### config.mk
export PLATFORM = sky130hd
export DESIGN_NAME = ls_queue
export DESIGN_NICKNAME = d
export VERILOG_FILES = /design/src/rtl/ls_queue.sv
export SDC_FILE = /design/constraint.sdc
export NUM_CORES = 1
export LEC_CHECK = 0
export CAP_MARGIN = 20
export CORE_ASPECT_RATIO = 1.75
export CORE_MARGIN = 1.5
export CORE_UTILIZATION = 45
export DETAILED_ROUTE_END_ITERATION = 10
export GPL_TIMING_DRIVEN = 0
export HOLD_SLACK_MARGIN = 0.08
export PLACE_DENSITY = 0.7
export SKIP_LAST_GASP = 1
export SYNTH_ARGS = -nofsm -noshare
export SYNTH_HDL_FRONTEND = slang
export SYNTH_SLANG_ARGS = --single-unit
### constraint.sdc
create_clock -name clk -period 4.5 [get_ports clk]
set_input_delay 0.45 -clock clk [delete_from_list [all_inputs] [get_ports clk]]
set_output_delay 0.45 -clock clk [all_outputs]
set_load 0.05 [all_outputs]
### src/rtl/ls_queue.sv
// ---------------------------------------------------------------------------
// ls_queue
//
// Load/store request queue between the execute stage and a data cache.
// Requests are buffered in a circular FIFO and sent to the cache one at a
// time, in order. Each request completes with a one-cycle write-back pulse
// that carries the producer's tag. For loads, the pulse also carries the
// extended load value.
//
// Optional feature (macro LS_QUEUE_SIGN_EXT_EN):
//   When defined, a load with req_unsigned=0 is sign-extended from bit
//   8*size-1. When undefined, all loads are zero-extended and req_unsigned
//   is neither used nor stored.
//
// Ports:
//   clk, rst             clock (rising edge), asynchronous active-low reset
//   rdy                  global enable; when low, every register holds
//   req_valid/req_ready  request handshake; req_ready is high while not full
//   req_oper             0 = load, 1 = store
//   req_addr, req_data   byte address, store data
//   req_size             byte count (1, 2 or 4)
//   req_unsigned         load zero-extend select
//   req_tag              tag returned with the completion
//   flush                discard all pending work
//   en_ls, ls_oper, ls_addr, ls_data, ls_size   cache request port
//   in_fifo              cache accept pulse
//   finish, ls_data_out  cache load-data-valid pulse and load data
//   wb_valid, wb_tag, wb_data                   completion port
// ---------------------------------------------------------------------------
module ls_queue #(
  parameter int DEPTH = 4,
  parameter int TAG_W = 4
) (
  input  logic             clk,
  input  logic             rst,
  input  logic             rdy,
  input  logic             req_valid,
  output logic             req_ready,
  input  logic             req_oper,
  input  logic [31:0]      req_addr,
  input  logic [31:0]      req_data,
  input  logic [7:0]       req_size,
  input  logic             req_unsigned,
  input  logic [TAG_W-1:0] req_tag,
  input  logic             flush,
  output logic             en_ls,
  output logic             ls_oper,
  output logic [31:0]      ls_addr,
  output logic [31:0]      ls_data,
  output logic [7:0]       ls_size,
  input  logic             in_fifo,
  input  logic             finish,
  input  logic [31:0]      ls_data_out,
  output logic             wb_valid,
  output logic [TAG_W-1:0] wb_tag,
  output logic [31:0]      wb_data
);

  localparam int IDX_W = $clog2(DEPTH);
  localparam int PTR_W = IDX_W + 1;

  typedef enum logic [1:0] {IDLE, ISSUE, ACK, WAIT_LD} state_t;

  state_t state, state_next;

  logic [PTR_W-1:0] wr_ptr, rd_ptr;
  logic [IDX_W-1:0] wr_idx, rd_idx;
  logic             full, empty, push;

  logic             q_oper [DEPTH];
  logic [31:0]      q_addr [DEPTH];
  logic [31:0]      q_data [DEPTH];
  logic [7:0]       q_size [DEPTH];
  logic [TAG_W-1:0] q_tag  [DEPTH];

  logic [TAG_W-1:0] cur_tag;
  logic             suppress;
  logic             load_sext;

  logic issue, reissue, pop, wb_store, wb_load;

  // The pointers carry one extra wrap bit, so "full" and "empty" can be
  // told apart even when the index bits are equal.
  assign wr_idx    = wr_ptr[IDX_W-1:0];
  assign rd_idx    = rd_ptr[IDX_W-1:0];
  assign empty     = (wr_ptr == rd_ptr);
  assign full      = (wr_ptr[PTR_W-1] != rd_ptr[PTR_W-1]) && (wr_idx == rd_idx);
  assign req_ready = ~full;
  assign push      = rdy & req_valid & ~full & ~flush;

`ifdef LS_QUEUE_SIGN_EXT_EN
  logic q_uns [DEPTH];
  logic cur_unsigned;

  // Keep the extend mode with each entry. Latch it again when the entry
  // is issued, because the entry is popped before its load data returns.
  always_ff @(posedge clk) begin
    if (rdy && push) q_uns[wr_idx] <= req_unsigned;
  end

  always_ff @(posedge clk or negedge rst) begin
    if (!rst)                cur_unsigned <= 1'b0;
    else if (rdy && issue)   cur_unsigned <= q_uns[rd_idx];
  end

  assign load_sext = ~cur_unsigned;
`else
  logic unused_req_unsigned;
  assign unused_req_unsigned = req_unsigned;
  assign load_sext = 1'b0;
`endif

  // Trim the raw cache word to the access size, then fill the upper bits
  // with zeros or with the access's sign bit.
  function automatic logic [31:0] extend_load(input logic [31:0] raw,
                                              input logic [7:0]  size,
                                              input logic        sext);
    logic [31:0] res;
    case (size)
      8'd1:    res = {{24{sext & raw[7]}}, raw[7:0]};
      8'd2:    res = {{16{sext & raw[15]}}, raw[15:0]};
      default: res = raw;
    endcase
    return res;
  endfunction

  // FIFO storage. No reset is needed: only entries between the pointers
  // are ever read.
  always_ff @(posedge clk) begin
    if (rdy && push) begin
      q_oper[wr_idx] <= req_oper;
      q_addr[wr_idx] <= req_addr;
      q_data[wr_idx] <= req_data;
      q_size[wr_idx] <= req_size;
      q_tag[wr_idx]  <= req_tag;
    end
  end

  // Pointer update. A flush empties the queue and drops any push in the
  // same cycle. A push and a pop in the same cycle both take effect.
  always_ff @(posedge clk or negedge rst) begin
    if (!rst) begin
      wr_ptr <= '0;
      rd_ptr <= '0;
    end else if (rdy) begin
      if (flush) begin
        wr_ptr <= '0;
        rd_ptr <= '0;
      end else begin
        if (push) wr_ptr <= wr_ptr + PTR_W'(1);
        if (pop)  rd_ptr <= rd_ptr + PTR_W'(1);
      end
    end
  end

  // State register for the issue sequencer.
  always_ff @(posedge clk or negedge rst) begin
    if (!rst)     state <= IDLE;
    else if (rdy) state <= state_next;
  end

  // Next-state logic and per-cycle strobes. Each state reacts only to the
  // cache pulse it expects, so a stray in_fifo or finish is ignored.
  always_comb begin
    state_next = state;
    issue      = 1'b0;
    reissue    = 1'b0;
    pop        = 1'b0;
    wb_store   = 1'b0;
    wb_load    = 1'b0;
    case (state)
      IDLE: begin
        if (!flush && !empty) begin
          state_next = ISSUE;
          issue      = 1'b1;
        end
      end
      ISSUE: begin
        state_next = flush ? IDLE : ACK;
      end
      ACK: begin
        if (flush) begin
          state_next = IDLE;
        end else if (in_fifo) begin
          pop        = 1'b1;
          wb_store   = ls_oper;
          state_next = ls_oper ? IDLE : WAIT_LD;
        end else begin
          state_next = ISSUE;
          reissue    = 1'b1;
        end
      end
      WAIT_LD: begin
        if (finish) begin
          state_next = IDLE;
          wb_load    = ~suppress & ~flush;
        end
      end
      default: state_next = IDLE;
    endcase
  end

  // Registered cache-request and completion outputs. The head entry is
  // latched on issue and held through retries and the load wait. A load
  // already in flight when a flush arrives is drained silently: the
  // suppress flag mutes its completion.
  always_ff @(posedge clk or negedge rst) begin
    if (!rst) begin
      en_ls    <= 1'b0;
      ls_oper  <= 1'b0;
      ls_addr  <= '0;
      ls_data  <= '0;
      ls_size  <= '0;
      cur_tag  <= '0;
      wb_valid <= 1'b0;
      wb_tag   <= '0;
      wb_data  <= '0;
      suppress <= 1'b0;
    end else if (rdy) begin
      en_ls    <= issue | reissue;
      wb_valid <= wb_store | wb_load;
      if (issue) begin
        ls_oper <= q_oper[rd_idx];
        ls_addr <= q_addr[rd_idx];
        ls_data <= q_data[rd_idx];
        ls_size <= q_size[rd_idx];
        cur_tag <= q_tag[rd_idx];
      end
      if (wb_store) begin
        wb_tag  <= cur_tag;
        wb_data <= '0;
      end else if (wb_load) begin
        wb_tag  <= cur_tag;
        wb_data <= extend_load(ls_data_out, ls_size, load_sext);
      end
      if (state == WAIT_LD && finish)      suppress <= 1'b0;
      else if (state == WAIT_LD && flush)  suppress <= 1'b1;
    end
  end

endmodule
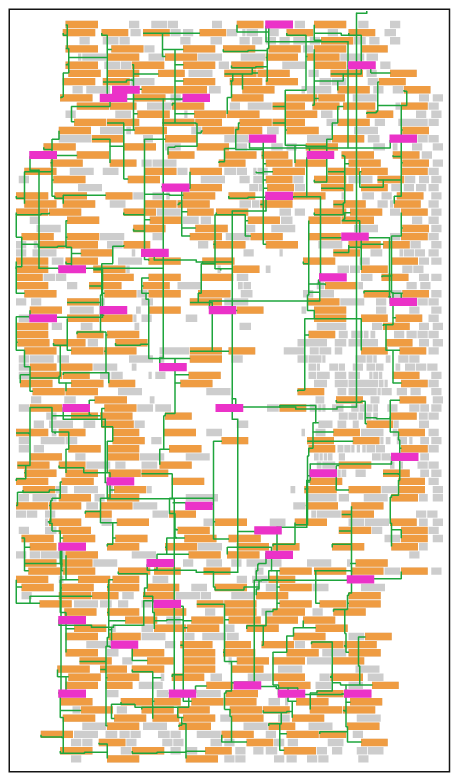
(clock wires, drivers and flops)
(3 px per um)
[flip-flops] orange | count: 432
[cells driving clock nets] magenta | count: 39
[clock wires] green | length: 4780 um
flops lie	widely spread
routed clock nets	40
Latency at later pin: 0.53 ns
P_clk: 3.17 mW
clock network fraction of total power: 25.0%
Setup Skew: 0.01947 ns

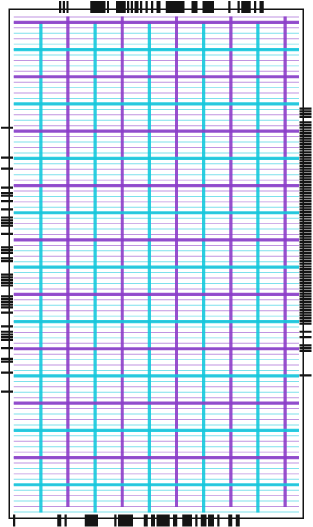
(supply network)
(2 px per um) Pins as bars on the die edge.
net	colour
VSS	cyan
VDD	purple
met1 rails	92
rows	91
signal pins	229
met4 straps	10
met5 straps	18
Core Region: 35300 sq um
Die W: 146.3 um
chip height: 253.7 um

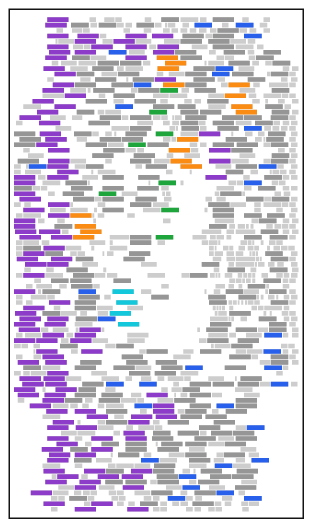
(register map, names as in the netlist)
(2 px per um)
signal	colour	sequential cells
q_tag	orange	16
q_data	purple	128
q_oper	cyan	4
ls_size	green	8
ls_addr	blue	32
not coloured	244

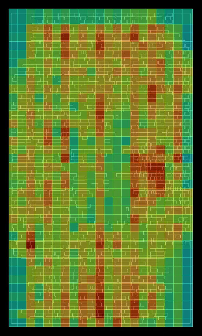
(routing congestion map)
average wire per standard cell: 22.17 um
GR Util met3: 3.483%
met2 GRT Util: 34.06%
met1 Use GR: 21.17%
gr usage total: 18.43%

==> notes.md <==
run metrics: Synth top cells by count=308 x edfxtp_1, 124 x dfrtp_1, 77 x mux4_2, 51 x mux2_2, 30 x mux2_4, crit-path max FO=8, Worst R2R Start=rd_ptr[0], H-tree level count=2, switch share=33.67%, Critical Path Stages=4, # diodes=1, r2r endpoint=q_data[3][20], flop share of the area=60.39%, Comb power frac=33.3%, # clk buffers=58, Top pwr grp=registers, worst vdd ir=0.3960 mV, Synth Seq Share=76.43%, # Taps=465, fin crit period=3.070 ns, Synth area leaders=edfxtp_1 57%, dfrtp_1 19%, mux4_2 11%, Synth Register Bits=432, DRT Pass-1 Iters=4, AND/OR/NAND/NOR Cells, Area Fraction=1.138%, fin cells=1502, DRT iter0 DRCs=318, FP Util=45.79%, Comb gates=254, total power per unit cell area=620.2 nW/um^2, CP top delay family=buffers and inverters, crit path cell chain=buf_2 > xor2_1 > or3_1 > clkdlybuf4s50_1, YS warnings=0, Setup CP Type=reg2out, non-clock buffer count=275, mean area per synthesized cell=22.08 sq um, adder-cell share of the synthesized area=0.3871%, Max-area cell share=57.23%, FF-to-FF setup slack=1.94 ns, Tool Warnings=30, placed insts=1431, Fin. Hold Viols=0, Flop area=12350 sq um, hold path start=rdy, Flop+latch power=5.29 mW, Fmax=325.7 MHz, combinational share of cell area=17.53%, ys cells=732, antenna violations before repair=2, worst slew pin tran=0.7926 ns, Critical Path AT=2.62 ns, status=completed
## metal layers
metal,global-route usage (%),up-vias
met3,3.483,59
met2,34.06,218
met4,6.753,2
met5,0,-
li1,-,3553
met1,21.17,4166
## cells in the final DEF, fill, tap and decap left out, drive strengths merged, types with 3 or more instances in the layout
| cell type | instances |
|---|---|
| buf | 36 |
| dfrtp | 124 |
| mux2 | 81 |
| a22o | 8 |
| mux4 | 77 |
| clkinv | 7 |
| o21ai | 8 |
| clkbuf | 71 |
| o311ai | 3 |
| nand3b | 5 |
| inv | 7 |
| nor2 | 3 |
| a32o | 25 |
| a31oi | 3 |
| xor2 | 4 |
| nand2 | 7 |
| edfxtp | 308 |
| and4 | 3 |
| ha | 5 |
| clkdlybuf4s50 | 225 |
## stage by stage
step,TNS [ns],power [mW],cell area (sq um),setup WS (ns),hold WS (ns)
floorplan,0,8.097,16160,0.8017,0.1544
global placement,-639.91,9.564,19010,-2.920,0.4736
detailed placement,0,9.638,19230,1.857,0.4191
CTS,0,12.84,20450,1.418,0.3120
global route,0,13.17,20450,1.336,0.3554
finish,0,12.69,20450,1.430,0.3359
## sequential cells by signal, summed over array words and instances, names as in the netlist
| name | count |
|---|---|
| q_addr | 128 |
| q_data | 128 |
| ls_addr | 32 |
| ls_data | 32 |
| q_size | 32 |
| wb_data | 32 |
| q_tag | 16 |
| ls_size | 8 |
| cur_tag | 4 |
| q_oper | 4 |
| wb_tag | 4 |
| rd_ptr | 3 |
| wr_ptr | 3 |
| state | 2 |
| en_ls | 1 |
| ls_oper | 1 |
| suppress | 1 |
| wb_valid | 1 |
## what timing repair did
item | 4_1_cts | 5_1_grt
setup endpoints to repair | 0 | 0
endpoints found under the hold margin | 41 | 0
hold buffers | 1 | 0
Power figures rest on the tool's default switching activity, not on a simulated workload.
